File: src/rtl/cosine_lut_arbiter_pkg.sv
// Shared types and constants for the cosine LUT arbiter.
//   angle_t     : unsigned LUT angle in steps, N = 2^ANGLE_WIDTH_DEF steps per period
//   sample_t    : signed LUT sample
//   SINE_OFFSET : 3N/4, the phase step that turns a cosine lookup into a sine lookup
package cosine_lut_arbiter_pkg;

  localparam int unsigned FIXDT_24_WIDTH             = 24;
  localparam int unsigned CARRIER_SAMPLES_PER_PERIOD = 64;
  localparam int unsigned ANGLE_WIDTH_DEF            = $clog2(CARRIER_SAMPLES_PER_PERIOD);

  typedef logic        [ANGLE_WIDTH_DEF-1:0] angle_t;
  typedef logic signed [FIXDT_24_WIDTH-1:0]  sample_t;

  // sin(x) = cos(x - pi/2) = cos(x + 3pi/2); 3N/4 steps for an aw-bit angle.
  function automatic int unsigned sine_offset(int unsigned aw);
    return (3 * (32'd1 << aw)) / 4;
  endfunction

  localparam angle_t SINE_OFFSET = angle_t'(sine_offset(ANGLE_WIDTH_DEF));

endpackage

File: src/rtl/cosine_lut_arbiter_rr.sv
// Round-robin arbiter (module rr_arbiter).
//   clk     : clock, rising edge
//   rst     : synchronous active-high reset; pointer returns to lane NUM_REQ-1
//   req     : request vector
//   advance : a grant was accepted this cycle; only then does the pointer move
//   grant   : one-hot grant, combinational from req and the pointer
module rr_arbiter #(
  parameter int unsigned NUM_REQ = 4
) (
  input  logic               clk,
  input  logic               rst,
  input  logic [NUM_REQ-1:0] req,
  input  logic               advance,
  output logic [NUM_REQ-1:0] grant
);

  localparam int unsigned PtrW = (NUM_REQ > 1) ? $clog2(NUM_REQ) : 1;
  localparam logic [PtrW-1:0] PtrRst = PtrW'(NUM_REQ - 1);

  logic [PtrW-1:0] ptr_q, ptr_d;
  logic [PtrW-1:0] win;
  logic [PtrW-1:0] idx;
  logic            found;

  // Search starts one lane past the last winner and wraps.
  always_comb begin
    grant = '0;
    win   = ptr_q;
    found = 1'b0;
    idx   = '0;
    for (int unsigned i = 1; i <= NUM_REQ; i++) begin
      idx = PtrW'((32'(ptr_q) + i) % NUM_REQ);
      if (!found && req[idx]) begin
        grant[idx] = 1'b1;
        win        = idx;
        found      = 1'b1;
      end
    end
  end

  always_comb begin
    ptr_d = (advance && found) ? win : ptr_q;
  end

  always_ff @(posedge clk) begin
    if (rst) begin
      ptr_q <= PtrRst;
    end else begin
      ptr_q <= ptr_d;
    end
  end

endmodule

File: src/rtl/cosine_lut_arbiter.sv
// Shares one cosine LUT read port between NUM_REQ requesters.
//   clk        : clock, rising edge
//   rst        : synchronous active-high reset
//   req_valid  : per-lane lookup request
//   req_angle  : per-lane angle, lane k at [k*ANGLE_WIDTH +: ANGLE_WIDTH]
//   req_sine   : per-lane select, 0 = cosine, 1 = sine
//   req_ready  : one-hot grant (combinational)
//   lut_angle  : registered LUT address
//   lut_data   : LUT output, LUT_LATENCY cycles after lut_angle
//   rsp_valid  : one-hot owner of rsp_data, LUT_LATENCY+2 cycles after the handshake
//   rsp_data   : lut_data delayed by one register
module cosine_lut_arbiter
  import cosine_lut_arbiter_pkg::*;
#(
  parameter int unsigned NUM_REQ       = 4,
  parameter int unsigned DATA_WIDTH    = FIXDT_24_WIDTH,
  parameter int unsigned ANGLE_WIDTH   = $clog2(CARRIER_SAMPLES_PER_PERIOD),
  parameter int unsigned LUT_LATENCY   = 1,
  parameter bit          PRIORITY_REQ0 = 1'b0
) (
  input  logic                           clk,
  input  logic                           rst,
  input  logic [NUM_REQ-1:0]             req_valid,
  input  logic [NUM_REQ*ANGLE_WIDTH-1:0] req_angle,
  input  logic [NUM_REQ-1:0]             req_sine,
  output logic [NUM_REQ-1:0]             req_ready,
  output logic [ANGLE_WIDTH-1:0]         lut_angle,
  input  logic signed [DATA_WIDTH-1:0]   lut_data,
  output logic [NUM_REQ-1:0]             rsp_valid,
  output logic signed [DATA_WIDTH-1:0]   rsp_data
);

  localparam int unsigned LaneW = (NUM_REQ > 1) ? $clog2(NUM_REQ) : 1;
  localparam int unsigned Depth = LUT_LATENCY + 1;
  localparam logic [ANGLE_WIDTH-1:0] SineOff = ANGLE_WIDTH'(sine_offset(ANGLE_WIDTH));

  logic [NUM_REQ-1:0]     grant;
  logic                   hs;
  logic [LaneW-1:0]       sel_lane;
  logic [ANGLE_WIDTH-1:0] sel_angle;
  logic                   sel_sine;

  // Grant generation
  if (PRIORITY_REQ0) begin : g_prio
    logic [NUM_REQ-1:0] rr_req;
    logic [NUM_REQ-1:0] rr_grant;

    // Lane 0 is masked out of the round-robin; its pointer moves only when it actually won.
    assign rr_req = req_valid & ~NUM_REQ'(1);

    rr_arbiter #(
      .NUM_REQ (NUM_REQ)
    ) u_rr (
      .clk     (clk),
      .rst     (rst),
      .req     (rr_req),
      .advance (hs & ~req_valid[0]),
      .grant   (rr_grant)
    );

    assign grant = req_valid[0] ? NUM_REQ'(1) : rr_grant;
  end else begin : g_rr
    rr_arbiter #(
      .NUM_REQ (NUM_REQ)
    ) u_rr (
      .clk     (clk),
      .rst     (rst),
      .req     (req_valid),
      .advance (hs),
      .grant   (grant)
    );
  end

  assign req_ready = rst ? '0 : grant;
  assign hs        = |req_ready;

  // Winner's lane index and operands
  always_comb begin
    sel_lane  = '0;
    sel_angle = '0;
    sel_sine  = 1'b0;
    for (int unsigned k = 0; k < NUM_REQ; k++) begin
      if (grant[k]) begin
        sel_lane  = LaneW'(k);
        sel_angle = req_angle[k*ANGLE_WIDTH +: ANGLE_WIDTH];
        sel_sine  = req_sine[k];
      end
    end
  end

  // LUT address register; the add wraps modulo N by truncation.
  logic [ANGLE_WIDTH-1:0] lut_angle_q, lut_angle_d;

  always_comb begin
    lut_angle_d = lut_angle_q;
    if (hs) begin
      lut_angle_d = sel_sine ? (sel_angle + SineOff) : sel_angle;
    end
  end

  always_ff @(posedge clk) begin
    if (rst) begin
      lut_angle_q <= '0;
    end else begin
      lut_angle_q <= lut_angle_d;
    end
  end

  assign lut_angle = lut_angle_q;

  // Tag pipeline: stage 0 aligns with lut_angle, stage Depth-1 with lut_data.
  logic [Depth-1:0] tag_vld_q;
  logic [LaneW-1:0] tag_lane_q [Depth];

  always_ff @(posedge clk) begin
    if (rst) begin
      tag_vld_q <= '0;
    end else begin
      tag_vld_q[0] <= hs;
      for (int unsigned i = 1; i < Depth; i++) begin
        tag_vld_q[i] <= tag_vld_q[i-1];
      end
    end
  end

  always_ff @(posedge clk) begin
    tag_lane_q[0] <= sel_lane;
    for (int unsigned i = 1; i < Depth; i++) begin
      tag_lane_q[i] <= tag_lane_q[i-1];
    end
  end

  // Response register
  logic [NUM_REQ-1:0]           rsp_valid_q;
  logic signed [DATA_WIDTH-1:0] rsp_data_q;

  always_ff @(posedge clk) begin
    if (rst) begin
      rsp_valid_q <= '0;
    end else if (tag_vld_q[Depth-1]) begin
      rsp_valid_q <= NUM_REQ'(1) << tag_lane_q[Depth-1];
    end else begin
      rsp_valid_q <= '0;
    end
  end

  always_ff @(posedge clk) begin
    rsp_data_q <= lut_data;
  end

  assign rsp_valid = rst ? '0 : rsp_valid_q;
  assign rsp_data  = rsp_data_q;

endmodule

File: config.mk
export PLATFORM = sky130hd
export DESIGN_NAME = cosine_lut_arbiter
export DESIGN_NICKNAME = d
export VERILOG_FILES = /design/src/rtl/cosine_lut_arbiter_pkg.sv /design/src/rtl/cosine_lut_arbiter_rr.sv /design/src/rtl/cosine_lut_arbiter.sv
export SDC_FILE = /design/constraint.sdc
export NUM_CORES = 1
export LEC_CHECK = 0
export CAP_MARGIN = 0
export CORE_ASPECT_RATIO = 0.8
export CORE_UTILIZATION = 40
export CTS_CLUSTER_DIAMETER = 200
export CTS_CLUSTER_SIZE = 30
export DETAILED_ROUTE_END_ITERATION = 16
export DONT_BUFFER_PORTS = 1
export PLACE_DENSITY_LB_ADDON = 0.25
export SLEW_MARGIN = 10
export SYNTH_ARGS = -nofsm -noshare
export SYNTH_HDL_FRONTEND = slang
export SYNTH_SLANG_ARGS = --single-unit
File: constraint.sdc
create_clock -name clk -period 9.21 [get_ports clk]
set_input_delay 1.842 -clock clk [delete_from_list [all_inputs] [get_ports clk]]
set_output_delay 1.842 -clock clk [all_outputs]
set_load 0.02 [all_outputs]
==> impl_table.tex, run 1 <==
% Implementation results table
\begin{tabular}{lr}
\hline
Metric & Value \\
\hline
\multicolumn{2}{l}{\textbf{Status}} \\
Outcome & finished, final reports clean \\
\multicolumn{2}{l}{\textbf{Final timing}} \\
Final clock skew & roughly 2.4 ps \\
Final cycle utilization of the critical path & between 50\% and 60\% \\
Post-Route Setup TNS & 0 ps \\
Post-Route Hold Slack & $\sim$330 ps \\
Final hold viol count & 0 \\
\multicolumn{2}{l}{\textbf{Logic synthesis}} \\
Aoi/oai-family share of the synthesized area & between 20\% and 30\% \\
Top-area cell share & 43.5\% \\
FFs w/ async S/R, synth & 0\% \\
Synth Flop Type & sky130\_fd\_sc\_hd\_\_dfxtp\_1 \\
Mean instance size in the synthesized netlist & around 10 um2 \\
Total of flip-flops plus latches after synthesis & 42 \\
Cell area leaders & sky130\_fd\_sc\_hd\_\_dfxtp\_1 44\%, sky130\_fd\_sc\_hd\_\_ha\_1 5.2\%, sky130\_fd\_sc\_hd\_\_mux4\_2 3.5\%, sky130\_fd\_sc\_hd\_\_a21oi\_1 2.8\%, sky130\_fd\_sc\_hd\_\_nor2\_1 2.5\% \\
Xor-xnor portion of the synthesized cell area & less than 1\% \\
Portion of the post-synthesis area used by sequential elements & 43.5\% \\
\multicolumn{2}{l}{\textbf{Power}} \\
Internal power component & 0.460 mW \\
Switching share of power & a little under half \\
Proportion of power drawn by the clock network & between 10 and 15\% \\
Power consumed by sequential cells & 0.269 mW \\
\multicolumn{2}{l}{\textbf{Critical path}} \\
Critical path origin & req\_valid[0] \\
Worst setup SP type & primary input \\
Reg-to-reg critical path startpoint & g\_rr.u\_rr.ptr\_q[0] \\
Cell depth of the worst setup path & 5 \\
\multicolumn{2}{l}{\textbf{Layout}} \\
Antenna cells & 0 \\
Fill cell instance count of the final layout & 449 \\
Final Instance Area & 0.00202 mm2 \\
Ratio of cells with drive above 1 in the final layout & 10.5\% \\
Layout-stage area growth over the synthesis result & 4.34\% \\
Nets & between 200 and 250 \\
Final Core Density & a little over two fifths \\
\multicolumn{2}{l}{\textbf{CTS}} \\
Insertion Delay late pin & between 200 and 300 ps \\
\# H-tree levels & 2 \\
Max clock buf depth & 2 \\
\multicolumn{2}{l}{\textbf{Floorplan}} \\
Count of boundary I/O pins & 96 \\
Area of the placeable core & $\sim$0.0046 mm2 \\
\multicolumn{2}{l}{\textbf{Global route}} \\
Via count of the first global-routing pass & roughly 1200 \\
\multicolumn{2}{l}{\textbf{Detailed routing}} \\
DR vias & about 1300 \\
Antenna-violating nets left & 0 \\
Routed vias/inst & 5.58 \\
\multicolumn{2}{l}{\textbf{Place}} \\
Gpl congestion & $\sim$0.86 \\
Placement Cell Area & 0.00193 mm2 \\
\multicolumn{2}{l}{\textbf{Flow run}} \\
Total of max-cap violations & 0 \\
\multicolumn{2}{l}{\textbf{Worst hold path}} \\
Hold WC Path Type & reg -> reg \\
\hline
\end{tabular}
[run 1: layout make-up]
class | count | area [um2] | area share [%]
flip-flops and latches | 42 | 841 | 41.7
multi-input cells | 126 | 995 | 49.3
clock inverters | 2 | 13.8 | 0.683
inverters | 5 | 18.8 | 0.931
clock buffers | 6 | 72.6 | 3.60
well taps | 60 | 75.1 | 3.72
[run 1: sequential cells by signal, summed over array words and instances, names as in the netlist]
name / count
lut_angle: 6
g_rr.u_rr.ptr_q: 2
rsp_valid_q: 4
tag_lane_q: 4
rsp_data: 24
tag_vld_q: 2
[run 1: layout by cell type (no fill, tap or decap), types with 3 or more instances in the layout]
cell type	netlist	layout
sky130_fd_sc_hd__a211o_1	3	3
sky130_fd_sc_hd__a211oi_1	4	4
sky130_fd_sc_hd__a21oi_1	11	11
sky130_fd_sc_hd__a221o_1	3	3
sky130_fd_sc_hd__a31oi_1	3	3
sky130_fd_sc_hd__clkbuf_8	0	5
sky130_fd_sc_hd__dfxtp_1	42	42
sky130_fd_sc_hd__ha_1	8	8
sky130_fd_sc_hd__inv_1	4	4
sky130_fd_sc_hd__mux2i_1	4	4
sky130_fd_sc_hd__mux4_2	3	3
sky130_fd_sc_hd__nand2_1	10	10
sky130_fd_sc_hd__nand2b_1	6	6
sky130_fd_sc_hd__nand3_1	4	4
sky130_fd_sc_hd__nand3b_1	4	4
sky130_fd_sc_hd__nor2_1	13	13
sky130_fd_sc_hd__nor2b_1	6	6
sky130_fd_sc_hd__o211ai_1	4	4
sky130_fd_sc_hd__o21ai_0	3	3
sky130_fd_sc_hd__o22ai_1	4	4
[run 1: layer usage]
layer	GRT usage (%)	share of wire, %	up-vias
li1	-	-	658
met1	20.3	44	629
met2	23.2	48	56
met3	5.71	7.3	2
met4	4.09	0.49	0
met5	0	0	-
Fig. 1: run 1, pin placement
Pins as bars across the die edge, other pins in gray.
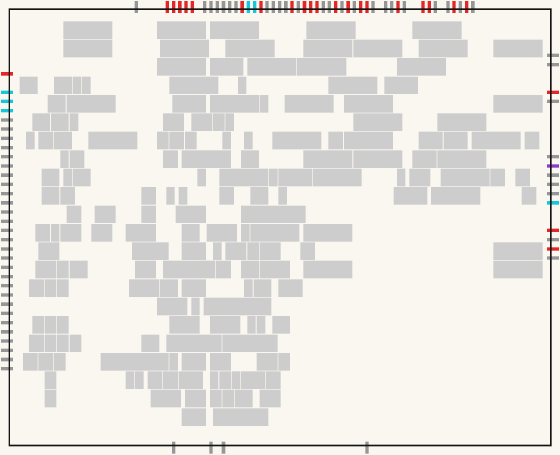
- cyan: lut_angle (pins 6; direction output; edge 3 west, 2 north, 1 east)
- red: lut_data (pins 24; direction input; edge 20 north, 3 east, 1 west)
- purple: rst (pins 1; direction input; edge east)
- all pins by edge: 46 north, 32 west, 14 east, 4 south

Fig. 2: run 1, cell density map
8 x 6 tiles, from white (low) to dark blue (high), 0 to 100% covered.
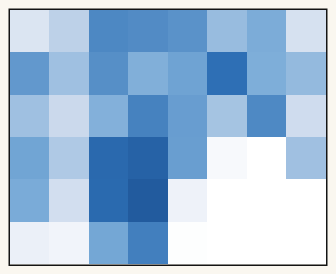
- emptiest ninth of the die: south-east
- tiles over 75% full: 8.3%
- mean over tiles: 38%
- fullest tile: 83%
- nearly empty tiles: 17%

Fig. 3: run 1, the metal 3 layer
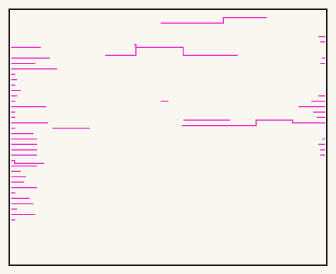
- wire length on this layer: 286 um
- nets with wire on the layer: 49
- longest straight run: 18.6 um
- main direction: horizontal

==> run 2: changes to the inputs <==
Clock period 9.21 ns to 5.1 ns, I/O delays scaled along.
Fig. 4: run 2, cell density map
8 x 6 tiles, from white (low) to dark blue (high), 0 to 100% covered.
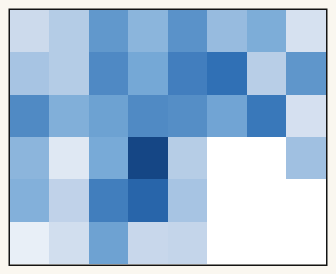
- tiles over 75% full: 4.2%
- mean over tiles: 38%
- fullest tile: 91%
- emptiest ninth of the die: south-east

Fig. 5: run 2, routed clock nets over the placement
Scale bar: 20 um.
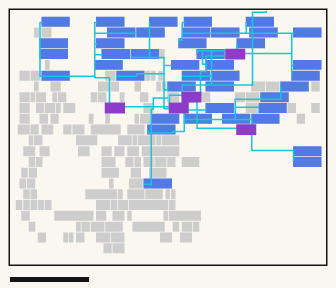
- cyan: clock wires (length 437 um)
- purple: clock-net drivers (count 5)
- blue: flip-flops (count 42)
- routed clock nets: 6

Fig. 6: run 2, placed standard cells
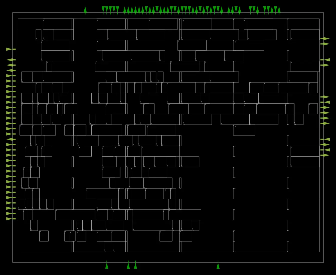
Flop Count: 42
fill cell instance count of the final layout: 429
area of the placeable core: 0.00462 mm2

==> run 2 against run 1 <==
Core utilization is 0.14 points higher. Clock power is 88% higher. Sequential share of layout area is 0.13 points lower. Die area stayed put. Worst hold slack better by 3.8 ps. Largest cell class unchanged.
==> impl_table.tex, run 2 <==
% Implementation results table
\begin{tabular}{lr}
\hline
Metric & Value \\
\hline
\multicolumn{2}{l}{\textbf{Layout}} \\
Ratio of cells with drive above 1 in the final layout & 11.0\% (was 10.5\%) \\
Nets & 246 (unchanged) \\
Antenna cells & 0 (unchanged) \\
Most instantiated logic cell after routing & sky130\_fd\_sc\_hd\_\_dfxtp\_1 (unchanged) \\
Layout-stage area growth over the synthesis result & 4.66\% (was 4.34\%) \\
Final Core Density & 43.7\% (was 43.6\%) \\
Most frequent logic cells in the routed design & 42 x sky130\_fd\_sc\_hd\_\_dfxtp\_1, 13 x sky130\_fd\_sc\_hd\_\_nor2\_1, 11 x sky130\_fd\_sc\_hd\_\_a21oi\_1, 10 x sky130\_fd\_sc\_hd\_\_nand2\_1, 8 x sky130\_fd\_sc\_hd\_\_ha\_1 (unchanged) \\
\multicolumn{2}{l}{\textbf{Floorplan}} \\
Count of boundary I/O pins & 96 (unchanged) \\
\multicolumn{2}{l}{\textbf{Worst hold path}} \\
Hold WC Path Type & reg -> reg (unchanged) \\
\multicolumn{2}{l}{\textbf{Logic synthesis}} \\
Top-area cell share & 43.5\% (unchanged) \\
Cell area leaders & sky130\_fd\_sc\_hd\_\_dfxtp\_1 44\%, sky130\_fd\_sc\_hd\_\_ha\_1 5.2\%, sky130\_fd\_sc\_hd\_\_mux4\_2 3.5\%, sky130\_fd\_sc\_hd\_\_a21oi\_1 2.8\%, sky130\_fd\_sc\_hd\_\_nor2\_1 2.5\% (unchanged) \\
Mean instance size in the synthesized netlist & 10.5 um2 (unchanged) \\
Portion of the post-synthesis area used by sequential elements & 43.5\% (unchanged) \\
Synth Flop Type & sky130\_fd\_sc\_hd\_\_dfxtp\_1 (unchanged) \\
Total of flip-flops plus latches after synthesis & 42 (unchanged) \\
\multicolumn{2}{l}{\textbf{Detailed routing}} \\
DR WL met2 & 1.87 mm (was 1.89 mm) \\
Met1 Wirelength & 1.84 mm (was 1.70 mm) \\
Max Used Layer & met4 (unchanged) \\
DR WL met3 & 263 um (was 285 um) \\
Antenna-violating nets left & 0 (unchanged) \\
Routed vias/inst & 5.66 (was 5.58) \\
\multicolumn{2}{l}{\textbf{Global route}} \\
Via count of the first global-routing pass & 1252 (was 1183) \\
Routing layer with the top usage in global route & met2 (unchanged) \\
Met1 capacity usage during global routing & 21.7\% (was 20.3\%) \\
Met2 global-route usage & 23.4\% (was 23.2\%) \\
Grt met3 use & 4.57\% (was 5.71\%) \\
\multicolumn{2}{l}{\textbf{Final timing}} \\
Max frequency & around 230 MHz \\
Post-Route Setup TNS & 0 ps (unchanged) \\
Final clock skew & 3.14 ps (was 2.38 ps) \\
Slew Limit Headroom & 49.9\% (was 52.9\%) \\
Final cycle utilization of the critical path & between 80 and 90\% \\
\multicolumn{2}{l}{\textbf{CTS}} \\
Max clock buf depth & 2 (unchanged) \\
Insertion Delay late pin & 290 ps (about the same) \\
\# H-tree levels & 2 (unchanged) \\
\multicolumn{2}{l}{\textbf{Critical path}} \\
Worst setup SP type & flip-flop (was primary input) \\
\multicolumn{2}{l}{\textbf{Flow run}} \\
Total of max-cap violations & 0 (unchanged) \\
\multicolumn{2}{l}{\textbf{Place}} \\
Gpl congestion & 0.809 (was 0.860) \\
\multicolumn{2}{l}{\textbf{Status}} \\
Outcome & finished, final reports clean (unchanged) \\
\hline
\end{tabular}
## run 2: cell counts after synthesis
Identical to the previous run, type by type.
## run 2: final timing paths
kind	start	to	slack (ps)	depth (start not counted)
setup / recovery	g_rr.u_rr.ptr_q[0]	req_ready[0]	730	7
hold / removal	tag_lane_q[0][1]	tag_lane_q[0][3]	330	0
setup reg to reg	g_rr.u_rr.ptr_q[0]	lut_angle[5]	1100	10
hold reg to reg	tag_lane_q[0][1]	tag_lane_q[0][3]	330	0
## run 2: stage by stage
stage	hold slack [ps]	setup slack [ps]	instance area (um2)
2_1_floorplan	310	1350	1930
3_3_place_gp	314	1160	1930
3_5_place_dp	314	1040	1930
4_1_cts	334	710	2020
5_1_grt	340	536	2020
6_report	334	732	2020
## run 2: worst max-delay path: cells and delay by family (launching register included)
family | cells | cell delay [ps]
compound gates | 2 | 680
fa+ha+maj | 1 | 500
buf+inv | 1 | 190
flops | 1 | 700
mux | 1 | 590
simple gates | 2 | 390
## run 2: report_power, final
part	switching (mW)	total [mW]	leakage, nW	internal [mW]
Clock	0.115	0.213	0.0408	0.0978
Combinational	0.502	0.843	0.401	0.341
Sequential	0.0913	0.486	0.352	0.394
Total	0.708	1.54	0.794	0.833
## run 2: final cells by class
cell class                 instances  area (um2)  area share [%]
tap                               60        75.1            3.71
clock buffer                       5        68.8            3.40
inverter                           5        18.8           0.928
multi-input combinational        126         995            49.2
clock inverter                     3        23.8            1.18
sequential                        42         841            41.6
## run 2: logic make-up (layout without fill, tap and decap cells)
logic type      count (synthesis)  after routing  share of synthesized area [%]
flops                          42             42                           43.5
simple gates                   59             59                           17.3
fa+ha+maj                       8              8                           5.18
xor+xnor                        2              2                          0.907
buf+inv                        16             13                           4.99
compound gates                 50             50                           22.5
mux                             7              7                           5.57
Power figures rest on the tool's default switching activity, not on a simulated workload.
